Design kb_scan_handler_flat, sky130hd; sources not shown.
Run 1, metal 1:
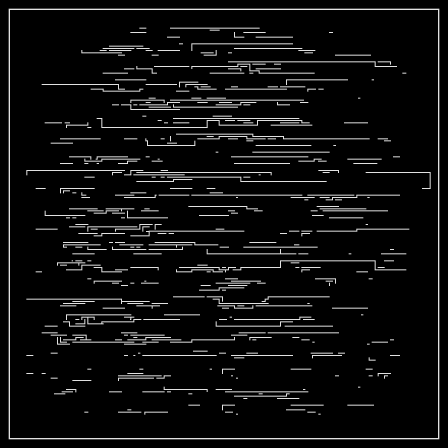
- nets with wire on the layer: 166
- main direction: horizontal
final wirelength: 3710 um
Via Count: 1217

Run 1, metal 2:
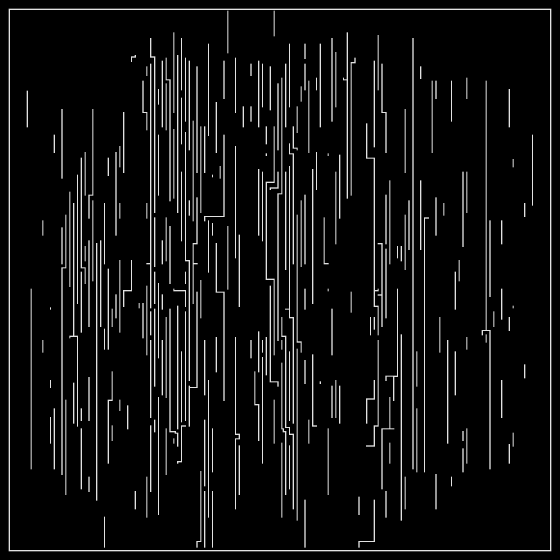
- wire length on this layer: 2030 um
- main direction: vertical
- longest straight run: 51.3 um
- share of all routed wire: 55%
- nets with wire on the layer: 164
GR Layer Usage met2: 39.2%

Run 1, metal 3:
Scale bar: 20 um.
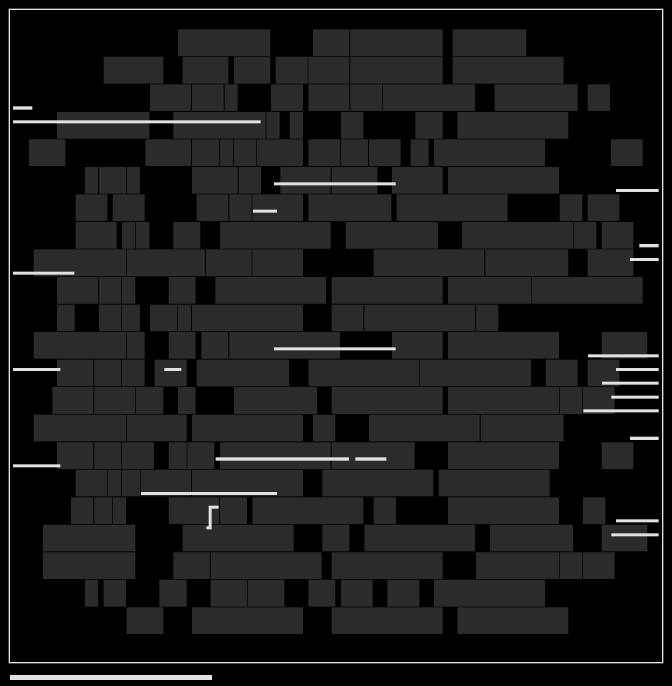
- main direction: horizontal
- longest straight run: 24.1 um
- wire length on this layer: 145 um
GRT met3 Usage: 5.11%

==> results.tsv, run 1 <==
stage	metric	value	unit
layout	clock buffers	5	
global_route	grt total ovfl	0	
layout	MI comb cells	71	
global_route	Top Usage Layer GRT	met2	
synth	Post-Syn Area	0.00214	mm2
global_route	pin count of the biggest net entering global routing	16	
placement	Port Buf Inserts	23	
die	Die Y	64.4	um
detailed_routing	top sig layer	met4	
global_route	vias in the first global route	1296	
placement	post-DP HPWL	2690	um
sta	Final Max Tran Viols	0	
die	Init Core Util	58.1	%
sta	Final Hold Viols	0	
sta	final period utilization	93.2	%
layout	Synth-to-Final Area Change	23.7	%
sta	Worst slew margin	50.5	%
worst_setup_path	worst endpoint required time	2.34	ns
layout	share of layout cells above drive strength 1	28.3	%
synth	post-synthesis sequential area ratio	64.4	%
sta	Fin Setup TNS	0	ns
die	Core Area	0.00369	mm2
layout	Comb area share	28.0	%
synth	syn_nets	146	
layout	Reg area	0.00138	mm2
synth	cell count after synthesis	129	
synth	and+or+nand+nor area frac	13.0	%
die	Die Area	0.00415	mm2
synth	largest cells by area after synthesis	edfxtp_1 (50%), dfrtp_1 (14%), mux4_2 (9.5%)	
worst_setup_path	Largest delay share family, worst path	simple AND/OR/NAND/NOR gates	
synth	Top non-seq family	simple AND/OR/NAND/NOR gates	
sta	clock skew	0.00607	ns
worst_setup_path	crit-path max FO	9	
synth	ao+oa area frac	2.10	%
global_route	M1 GR Usage	24.2	%
placement	Inst Count DP	213	
detailed_routing	metal2 WL	2030	um
worst_setup_path	CP bufs+invs	1	
worst_setup_path	crit end category	flop	
run_status	status	complete, no violations	
synth	Commonest cells post-synth	edfxtp_1 (36), dfrtp_1 (12), mux4_2 (9), nor2b_1 (9)	
synth	yosys warning tally	0	
layout	Top cell excl fill/tap	edfxtp_1	
worst_setup_path	crit path kind	in2reg	
run 1: metrics by stage:
step | area (um2) | total power [W] | utilization [%] | worst slack (ns) | hold WS (ns)
global route | 2650 | 0.00322 | 71.9 | 0.0779 | 0.416
global placement | 2550 | 0.00265 | 69.2 | -0.253 | 0.478
detailed placement | 2550 | 0.00270 | 69.2 | -0.259 | 0.491
finish | 2650 | 0.00303 | 71.9 | 0.163 | 0.371
floorplan | 2140 | 0.00210 | - | 0.494 | 0.233
CTS | 2640 | 0.00306 | 71.5 | -0.0340 | 0.379
run 1: report_power, final:
group	leakage (nW)	internal [W]	switching (W)	total, W
sequential	0.483	0.00110	0.0000921	0.00119
clock	0.0479	0.000203	0.000263	0.000466
combinational	0.503	0.000659	0.000716	0.00138
total	1.03	0.00196	0.00107	0.00303
Run 1, where the registers sit:
Scale bar: 20 um. Other sequential cells in the stronger gray, the rest of the logic in the fainter gray.
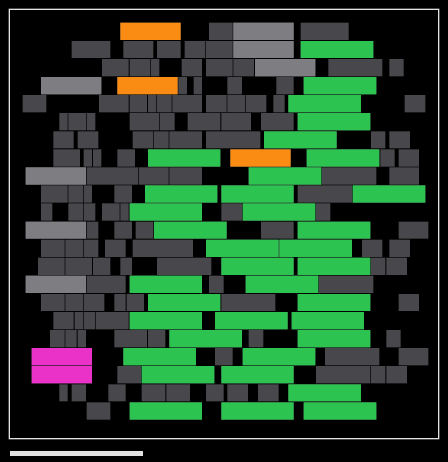

## Run 2: what changed since run 1
--- a/config.mk
+++ b/config.mk
@@ -5,9 +5,8 @@
 export SDC_FILE = /design/constraint.sdc
 export NUM_CORES = 1
 export LEC_CHECK = 0
-export CAP_MARGIN = 20
+export CORE_ASPECT_RATIO = 0.9
 export CORE_UTILIZATION = 55
-export CTS_CLUSTER_SIZE = 30
 export DETAILED_ROUTE_END_ITERATION = 8
 export PLACE_DENSITY = 0.79
 export SETUP_SLACK_MARGIN = 0.05
Run 2, where the registers sit:
Scale bar: 20 um. Other sequential cells in the stronger gray, the rest of the logic in the fainter gray.
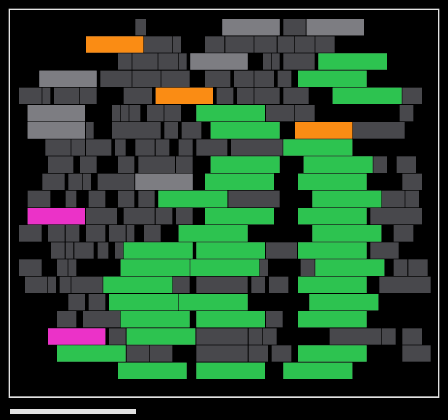
- u_core.r_state: magenta (sequential cells 2)
- u_core.u_keyFifo.r_mem: green (sequential cells 36)
- u_core.u_keyFifo.r_wrPtr: orange (sequential cells 3)
- not colored: 7
Seq. pwr: 0.00118 W
final core utilization: 71.3%
flop share of the area: 51.9%

==> run 2 against run 1 <==
Flip-flop count did not move. Sequential power barely moved. Highest routed layer unchanged. Largest power group unchanged. Combinational power barely moved. Non-clock buffer count rose by 5. Fmax is 1.6% lower. Critical path type unchanged.
==> results.tsv, run 2 <==
stage	metric	value	unit
run_status	status	complete, no violations	
die	Init Core Util	57.4	%
die	Core Area	0.00373	mm2
sta	Fin Setup TNS	0	ns
sta	Worst slew margin	69.0	%
synth	Top non-seq family	simple AND/OR/NAND/NOR gates	
global_route	pin count of the biggest net entering global routing	15	
worst_setup_path	crit end category	flop	
sta	WHS	0.382	ns
worst_setup_path	worst endpoint required time	2.34	ns
worst_setup_path	crit path kind	in2reg	
synth	yosys warning tally	0	
global_route	Top Usage Layer GRT	met2	
synth	and+or+nand+nor area frac	13.0	%
worst_setup_path	crit-path max FO	9	
global_route	M1 GR Usage	24.4	%
placement	Inst Count DP	216	
pwr	Switch Pwr	0.00104	W
synth	ao+oa area frac	2.10	%
worst_setup_path	Largest delay share family, worst path	simple AND/OR/NAND/NOR gates	
pwr	combinational share of power	45.8	%
detailed_routing	final wirelength	3620	um
placement	Port Buf Inserts	23	
sta	worst setup margin	0.126	ns
global_route	GR Layer Usage met2	35.2	%
global_route	GRT met3 Usage	7.22	%
die	Die Area	0.00415	mm2
synth	syn_nets	146	
detailed_routing	Via Count	1236	
die	Die Y	61.2	um
placement	dpl ws	-0.250	ns
layout	Reg area	0.00138	mm2
pwr	Internal Pwr Total	0.00197	W
sta	clock skew	0.00565	ns
layout	post-route cell area	0.00266	mm2
synth	Commonest cells post-synth	edfxtp_1 (36), dfrtp_1 (12), mux4_2 (9), nor2b_1 (9)	
synth	largest cells by area after synthesis	edfxtp_1 (50%), dfrtp_1 (14%), mux4_2 (9.5%)	
synth	cell count after synthesis	129	
layout	Top cell excl fill/tap	edfxtp_1	
-- run 2: cell counts after synthesis --
No cell type changed its count.
-- run 2: final cells by class --
type	count	area share, %
inverters	7	0.987
well taps	46	2.16
clock buffers	7	2.87
repair buffers	44	14.3
flip-flops and latches	48	51.9
clock inverters	1	0.188
multi-input cells	71	27.6
-- run 2: logic make-up (layout without fill, tap and decap cells) --
kind of cell,after synthesis,after routing
simple gates,38,38
xor+xnor,9,9
fa+ha+maj,5,5
flops,48,48
buf+inv,10,59
compound gates,5,5
mux,14,14
-- run 2: metal layers --
metal | routed length, um | share of wire, %
met4 | 36 | 0.99
met2 | 1860 | 51
met3 | 205 | 5.7
met1 | 1520 | 42
met5 | 0 | 0
Power is estimated from default activity; no workload was simulated.
